$ cat config.mk
export PLATFORM = sky130hd
export DESIGN_NAME = vga_scan_gen
export DESIGN_NICKNAME = d
export VERILOG_FILES = /design/src/rtl/vga_scan_gen.sv
export SDC_FILE = /design/constraint.sdc
export NUM_CORES = 1
export LEC_CHECK = 0
export ABC_AREA = 1
export CORE_UTILIZATION = 36
export DETAILED_ROUTE_END_ITERATION = 10
export PLACE_DENSITY = 0.59
export SYNTH_ARGS = -nofsm -noshare
export SYNTH_HDL_FRONTEND = slang
export SYNTH_SLANG_ARGS = --single-unit
$ cat constraint.sdc
create_clock -name clk -period 5.1 [get_ports clk]
set_clock_uncertainty 0.1 [all_clocks]
set_input_delay 1.02 -clock clk [delete_from_list [all_inputs] [get_ports clk]]
set_output_delay 1.02 -clock clk [all_outputs]
set_load 0.05 [all_outputs]
$ cat src/rtl/vga_scan_gen.sv
// Pixel timing and scan-address generator for the 640x480@60 display path.
// Produces scan counters, the 32x32 block address for the map memory, and sync/blank aligned to the RGB pipeline.
module vga_scan_gen #(
  parameter int CLK_DIV  = 4,
  parameter int H_VIS    = 640,
  parameter int H_FP     = 16,
  parameter int H_SYNC   = 96,
  parameter int H_BP     = 48,
  parameter int V_VIS    = 480,
  parameter int V_FP     = 10,
  parameter int V_SYNC   = 2,
  parameter int V_BP     = 33,
  parameter bit SYNC_POL = 1'b0,
  parameter int PIPE_LAT = 2
) (
  input  logic       clk,
  input  logic       rst,
  output logic       pix_en,
  output logic [9:0] x_ptr,
  output logic [9:0] y_ptr,
  output logic [4:0] block_col,
  output logic [3:0] block_row,
  output logic [8:0] block_addr,
  output logic       video_on,
  output logic       hs,
  output logic       vs,
  output logic       frame_start
);

  localparam int H_TOTAL = H_VIS + H_FP + H_SYNC + H_BP;
  localparam int V_TOTAL = V_VIS + V_FP + V_SYNC + V_BP;
  localparam int DIV_W   = (CLK_DIV > 1) ? $clog2(CLK_DIV) : 1;

  localparam logic [DIV_W-1:0] DIV_LAST = DIV_W'(CLK_DIV - 1);
  localparam logic [9:0] H_LAST   = 10'(H_TOTAL - 1);
  localparam logic [9:0] V_LAST   = 10'(V_TOTAL - 1);
  localparam logic [9:0] H_VIS_C  = 10'(H_VIS);
  localparam logic [9:0] V_VIS_C  = 10'(V_VIS);
  localparam logic [9:0] HS_BEG   = 10'(H_VIS + H_FP);
  localparam logic [9:0] HS_END   = 10'(H_VIS + H_FP + H_SYNC);
  localparam logic [9:0] VS_BEG   = 10'(V_VIS + V_FP);
  localparam logic [9:0] VS_END   = 10'(V_VIS + V_FP + V_SYNC);
  // Delay-line reset word: {hs, vs, video_on}
  localparam logic [2:0] DLY_RST  = {~SYNC_POL, ~SYNC_POL, 1'b0};

  logic [DIV_W-1:0] div_cnt_reg, div_cnt_next;
  logic [9:0]       x_reg, x_next;
  logic [9:0]       y_reg, y_next;
  logic             pix_en_reg;
  logic             frame_start_reg, frame_start_next;
  logic             tick;

  assign tick = (div_cnt_reg == DIV_LAST);

  always_comb begin
    div_cnt_next = div_cnt_reg + 1'b1;
    x_next       = x_reg;
    y_next       = y_reg;
    if (tick) begin
      div_cnt_next = '0;
      if (x_reg == H_LAST) begin
        x_next = '0;
        y_next = (y_reg == V_LAST) ? 10'd0 : y_reg + 10'd1;
      end else begin
        x_next = x_reg + 10'd1;
      end
    end
  end

  // Pulse lands in the same cycle the counters become (0,0)
  assign frame_start_next = tick && (x_reg == H_LAST) && (y_reg == V_LAST);

  always_ff @(posedge clk) begin
    if (rst) begin
      div_cnt_reg     <= '0;
      pix_en_reg      <= 1'b0;
      x_reg           <= '0;
      y_reg           <= '0;
      frame_start_reg <= 1'b0;
    end else begin
      div_cnt_reg     <= div_cnt_next;
      pix_en_reg      <= tick;
      x_reg           <= x_next;
      y_reg           <= y_next;
      frame_start_reg <= frame_start_next;
    end
  end

  assign pix_en      = pix_en_reg;
  assign x_ptr       = x_reg;
  assign y_ptr       = y_reg;
  assign frame_start = frame_start_reg;

  logic       vis;
  logic [4:0] col_raw;
  logic [3:0] row_raw;
  logic [8:0] row_x20;
  logic [8:0] addr_raw;

  assign vis      = (x_reg < H_VIS_C) && (y_reg < V_VIS_C);
  assign col_raw  = x_reg[9:5];
  assign row_raw  = y_reg[8:5];
  // row*20 as row*16 + row*4
  assign row_x20  = {1'b0, row_raw, 4'b0000} + {3'b000, row_raw, 2'b00};
  assign addr_raw = row_x20 + {4'b0000, col_raw};

  assign block_col  = vis ? col_raw  : 5'd0;
  assign block_row  = vis ? row_raw  : 4'd0;
  assign block_addr = vis ? addr_raw : 9'd0;

  logic hs_raw, vs_raw;
  assign hs_raw = ((x_reg >= HS_BEG) && (x_reg < HS_END)) ? SYNC_POL : ~SYNC_POL;
  assign vs_raw = ((y_reg >= VS_BEG) && (y_reg < VS_END)) ? SYNC_POL : ~SYNC_POL;

  logic [2:0] dly_in, dly_out;
  assign dly_in = {hs_raw, vs_raw, vis};

  // Free-running delay (not gated by pix_en) to match the map-read + RGB register latency
  generate
    if (PIPE_LAT == 0) begin : g_pass
      assign dly_out = dly_in;
    end else begin : g_pipe
      logic [2:0] tap [PIPE_LAT+1];
      assign tap[0] = dly_in;
      for (genvar gi = 0; gi < PIPE_LAT; gi++) begin : g_stage
        logic [2:0] stage_reg;
        always_ff @(posedge clk) begin
          if (rst) stage_reg <= DLY_RST;
          else     stage_reg <= tap[gi];
        end
        assign tap[gi+1] = stage_reg;
      end
      assign dly_out = tap[PIPE_LAT];
    end
  endgenerate

  assign {hs, vs, video_on} = dly_out;

endmodule
==> run_1/layer_met1.png <==
The bar under the picture is 20 µm long.
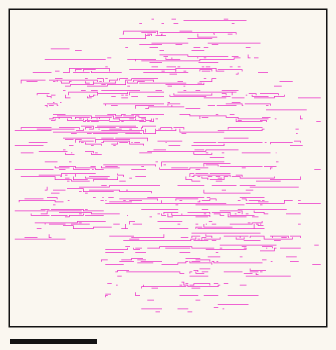
share of all routed wire: 50%
wire length on this layer: 2,120 µm
main direction: horizontal
nets with wire on the layer: 289
longest straight run: 27.6 µm
DR vias: 1,724
final wirelength: 4220 µm
GRT met1 Usage: 24.0%

==> run_1/clocks.png <==
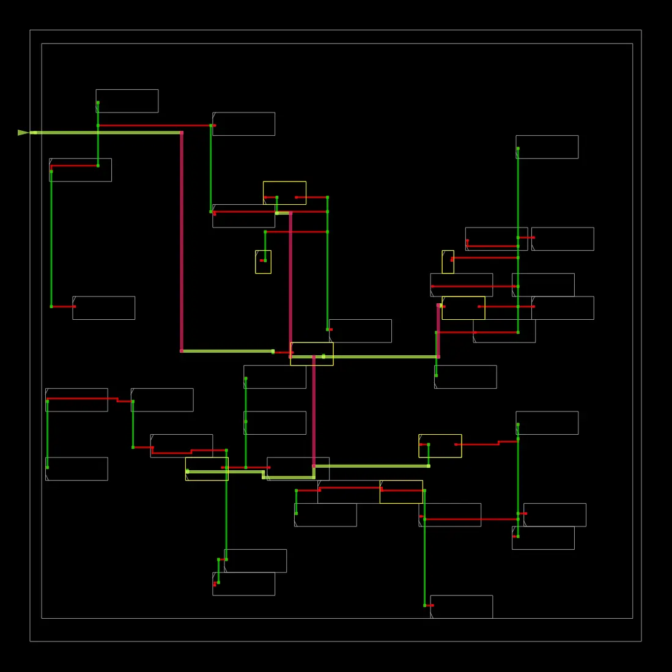
CLK BUF: 7
Clk Latency, worst-skew pair: 290 ps

==> ci_impl_report.md, run 1 <==
## PnR job results

| Metric | Value |
|---|---|
| Status | finished, final reports clean |
| Clk root buf | clkbuf_8 |
| # Post-CTS Setup Buffers | 0 |
| Worst-Margin Slew | 751 ps |
| Switching power | 107 µW |
| Clk tree area frac | 3.91% |
| Syn nets | 274 |
| Clock network power | 199 µW |
| RR Endpoint | y_ptr[0]$_SDFFE_PP0P_ |
| Post-cts resize count | 0 |
| Register area | 601 µm² |
| Comb gates | 180 |
| Non-clock inverters | 40 |
| Logic area | 971 µm² |
| CP Capture Point | block_addr[7] |
| Slew margin rel. | 49.8% |
| Fillers | 508 |
| Fraction of registers with async set/reset | 0% |
| CTS sink count | 30 |
| Synth cell count leaders | nor2_1 (50), nand2_1 (47), inv_1 (40), dfxtp_1 (30), nand3_1 (21) |
| TAP cells | 67 |
| Slew Viols, Final | 0 |
| Crit path cell chain | inv_1 > fa_1 > inv_1 > fa_1 > nand2_1 > nand2_1 > a21oi_1 > o21ai_0 > a21oi_1 > clkdlybuf4s50_1 |
| GRT Residual Overflow | 0 |
| Cell Area, Synth | 0.00178 mm² |
| Worst-case hold path end point | dly_out[0]$_SDFF_PP0_ |
| OpenROAD warning count | 29 |
| Via density | 4.67 |
| Layout cells sized above 1 | 7.28% |
| Clock-pin slew on the worst setup and hold paths | 70 ps |
| Gate power share | 4.5% |
| Sw Share | 23.2% |
| Yosys top cell by instances | nor2_1 |
| Biggest area cells | dfxtp_1 (34%), nor2_1 (11%), nand2_1 (9.9%), ha_1 (8.4%), inv_1 (8.4%) |
| Pre-CTS setup slack | 1030 ps |
| Initial antenna violation count | 0 |
| Max Cap Viol | 0 |
| Chip width | 72.3 µm |
| Reg2reg path depth | 8 |
| Clock Power Share | 43.3% |
| Power Sequential | 240 µW |
| Top class by area | logic gates |
| Startpoint types | flop |
| Core ar. | 0.00475 mm² |
| RSZ-0062 raised after global routing | false |
| Met3 usage | 3.89% |
==> run_1/flops_by_reg.png <==
The bar under the picture is 20 µm long.
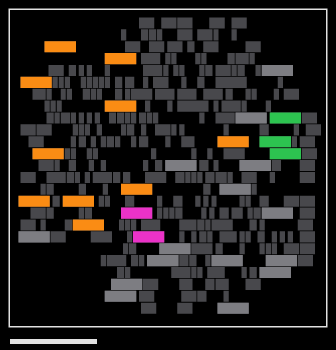
| color | signal | flops |
|---|---|---|
| magenta | div_cnt_reg | 2 |
| green | dly_out | 3 |
| orange | y_ptr | 10 |
not colored: 15

==> run_1/io_placement.png <==
The bar under the picture is 20 µm long. Pins as bars across the die edge, other pins in gray.
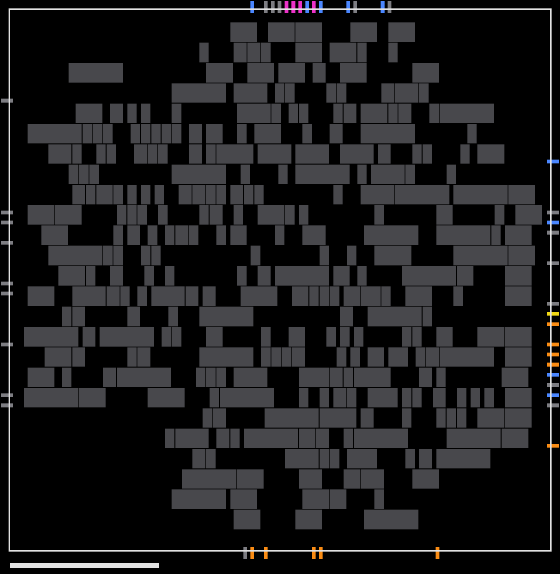
| color | port | pins | direction | edge |
|---|---|---|---|---|
| magenta | block_row | 4 | output | top |
| orange | x_ptr | 10 | output | 5 bottom, 5 right |
| yellow | hs | 1 | output | right |
| blue | block_addr | 9 | output | 5 top, 4 right |
all pins by edge: 16 right, 14 top, 9 left, 6 bottom

## run 1: metrics by stage
stage / power (µW) / area, µm² / util (%)
finish: 460 / 2340 / 49.2
global placement: 266 / 2250 / 47.2
detailed placement: 266 / 2250 / 47.2
floorplan: 260 / 1780 / -
global route: 480 / 2340 / 49.2
CTS: 466 / 2340 / 49.2
## run 1: cells by family (layout without fill, tap and decap cells)
group | count (synthesis) | in the layout | synth area share, %
simple gates | 143 | 143 | 36.2
buf+inv | 48 | 92 | 11.7
flops | 30 | 30 | 33.7
xor+xnor | 2 | 2 | 0.984
fa+ha+maj | 14 | 14 | 10.7
compound gates | 21 | 21 | 6.68
==> inputs of run 2 (changes only) <==
--- a/config.mk
+++ b/config.mk
@@ -6,8 +6,10 @@
 export NUM_CORES = 1
 export LEC_CHECK = 0
 export ABC_AREA = 1
+export CAP_MARGIN = 25
 export CORE_UTILIZATION = 36
 export DETAILED_ROUTE_END_ITERATION = 10
+export HOLD_SLACK_MARGIN = 0.12
 export PLACE_DENSITY = 0.59
 export SYNTH_ARGS = -nofsm -noshare
 export SYNTH_HDL_FRONTEND = slang
==> run_2/layer_met1.png <==
The bar under the picture is 20 µm long.
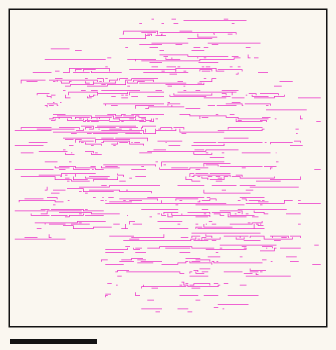
wire length on this layer: 2,120 µm
nets with wire on the layer: 289

==> run_2/flops_by_reg.png <==
The bar under the picture is 20 µm long.
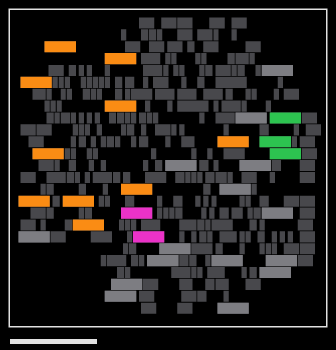
| color | signal | flops |
|---|---|---|
| magenta | div_cnt_reg | 2 |
| green | dly_out | 3 |
| orange | y_ptr | 10 |
Layout Utilization: 49.2%
Power Sequential: 240 µW
Seq area share: 25.7%

==> ci_impl_report.md, run 2 <==
## PnR job results

| Metric | Value |
|---|---|
| Status | finished, final reports clean |
| Critical path class | flop to output pin |
| # Post-CTS Setup Buffers | 0 |
| CP Capture Point | block_addr[7] |
| Fraction of registers with async set/reset | 0% |
| Mux cell area share after synthesis | 0% |
| Core ar. | 0.00475 mm² |
| Initial antenna violation count | 0 |
| Yosys top cell by instances | nor2_1 |
| Clock Power Share | 43.3% |
| Clk root buf | clkbuf_8 |
| Slew Viols, Final | 0 |
| AO/OA Area Share | 6.68% |
| Synth cell count leaders | nor2_1 (50), nand2_1 (47), inv_1 (40), dfxtp_1 (30), nand3_1 (21) |
| Post-cts resize count | 0 |
| Worst-Margin Slew | 751 ps |
| Met3 usage | 3.89% |
| CTS sink count | 30 |
| Clk Latency, worst-skew pair | 290 ps |
| Slew margin rel. | 49.8% |
| Sw Share | 23.2% |
| Startpoint types | flop |
| Gpl congestion | 0.871 |
| XOR Share, Synth | 0.984% |
| Yosys adder share | 10.7% |
| Via density | 4.67 |
| Simple-Gate Fraction of Synth Area | 36.2% |
| Power Internal | 353 µW |
| Biggest area cells | dfxtp_1 (34%), nor2_1 (11%), nand2_1 (9.9%), ha_1 (8.4%), inv_1 (8.4%) |
| Cell Area, Synth | 0.00178 mm² |
| Gate power share | 4.5% |
| Switching power | 107 µW |
| Comb area leader | simple AND/OR/NAND/NOR gates |
| GRT Residual Overflow | 0 |
| DR vias | 1,724 |
| RSZ-0062 raised after global routing | false |
| Clock-pin slew on the worst setup and hold paths | 70 ps |
| GRT met1 Usage | 24.0% |
| Reg2reg path depth | 8 |
run 2: cell counts after synthesis:
Identical to the previous run, type by type.
run 2: final cells by class:
| cell class | count | area [µm²] |
|---|---|---|
| multi-input combinational | 180 | 971 |
| clock inverter | 1 | 5.00 |
| tap | 67 | 83.8 |
| sequential | 30 | 601 |
| fill | 508 | 2420 |
| inverter | 40 | 150 |
| timing repair buffer | 44 | 440 |
| clock buffer | 7 | 86.3 |
run 2: metrics by stage:
step	util, %	hold slack [ps]	instances	setup WS [ps]	cell area [µm²]
floorplan	-	288	258	935	1780
global placement	47.2	290	361	1070	2250
detailed placement	47.2	294	361	1030	2250
CTS	49.2	308	369	726	2340
global route	49.2	316	369	532	2340
finish	49.2	307	369	740	2340
==> inputs of run 3 (changes only) <==
--- a/config.mk
+++ b/config.mk
@@ -6,6 +6,7 @@
 export NUM_CORES = 1
 export LEC_CHECK = 0
 export ABC_AREA = 1
+export ABC_CLOCK_PERIOD_IN_PS = 5100
 export CAP_MARGIN = 25
 export CORE_UTILIZATION = 36
 export DETAILED_ROUTE_END_ITERATION = 10
==> run_3/layer_met1.png <==
The bar under the picture is 20 µm long.
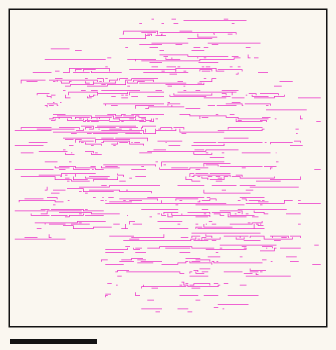

==> run_3/metal_density.png <==
The bar under the picture is 20 µm long. The die is cut into 14 by 14 equal tiles; dark blue is low, red is high, scaled to the fullest tile. Values are wire area over tile area, all layers added.
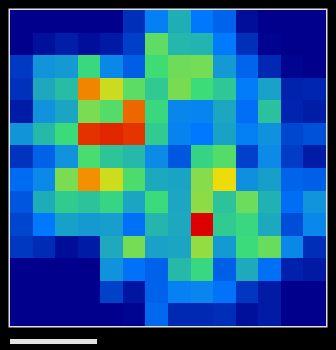
fullest tile: 0.46
emptiest ninth of the die: lower left
mean over tiles: 0.13
tiles over half the peak: 14%
nearly empty tiles: 16%
wire per inst: 11.4 µm
gr usage total: 17.5%

==> ci_impl_report.md, run 3 <==
## PnR job results

| Metric | Value |
|---|---|
| Core ar. | 0.00475 mm² |
| Clk tree area frac | 3.91% |
| OpenROAD warning count | 29 |
| Register area | 601 µm² |
| Total power | 460 µW |
| Logic area | 971 µm² |
| CTS sink count | 30 |
| GRT Residual Overflow | 0 |
| Worst-Margin Slew | 751 ps |
| Synth cell count leaders | nor2_1 (50), nand2_1 (47), inv_1 (40), dfxtp_1 (30), nand3_1 (21) |
| Biggest area cells | dfxtp_1 (34%), nor2_1 (11%), nand2_1 (9.9%), ha_1 (8.4%), inv_1 (8.4%) |
| Status | finished, final reports clean |
| Critical path class | flop to output pin |
| Syn nets | 274 |
| Clk Latency, worst-skew pair | 290 ps |
| Switching power | 107 µW |
| Yosys top cell by instances | nor2_1 |
| Fillers | 508 |
| Dpl cells | 361 |
| Startpoint types | flop |
| Power Sequential | 240 µW |
| Via density | 4.67 |
| Post-Layout Cell Count | 369 |
run 3: cell counts after synthesis:
Identical to the previous run, type by type.
run 3: logic make-up (layout without fill, tap and decap cells):
kind of cell    Yosys count  in the layout  synth area share (%)
buf+inv                  48             92                  11.7
compound gates           21             21                  6.68
simple gates            143            143                  36.2
fa+ha+maj                14             14                  10.7
xor+xnor                  2              2                 0.984
flops                    30             30                  33.7
run 3: worst paths after layout:
path	to	slack, ps	cells after the start
worst max-delay path	block_addr[7]	740	10
worst min-delay path	dly_out[0]$_SDFF_PP0_	310	2
worst max register to register	y_ptr[0]$_SDFFE_PP0P_	3270	8
worst min register to register	dly_out[0]$_SDFF_PP0_	310	2
Power and IR drop assume default switching activity.
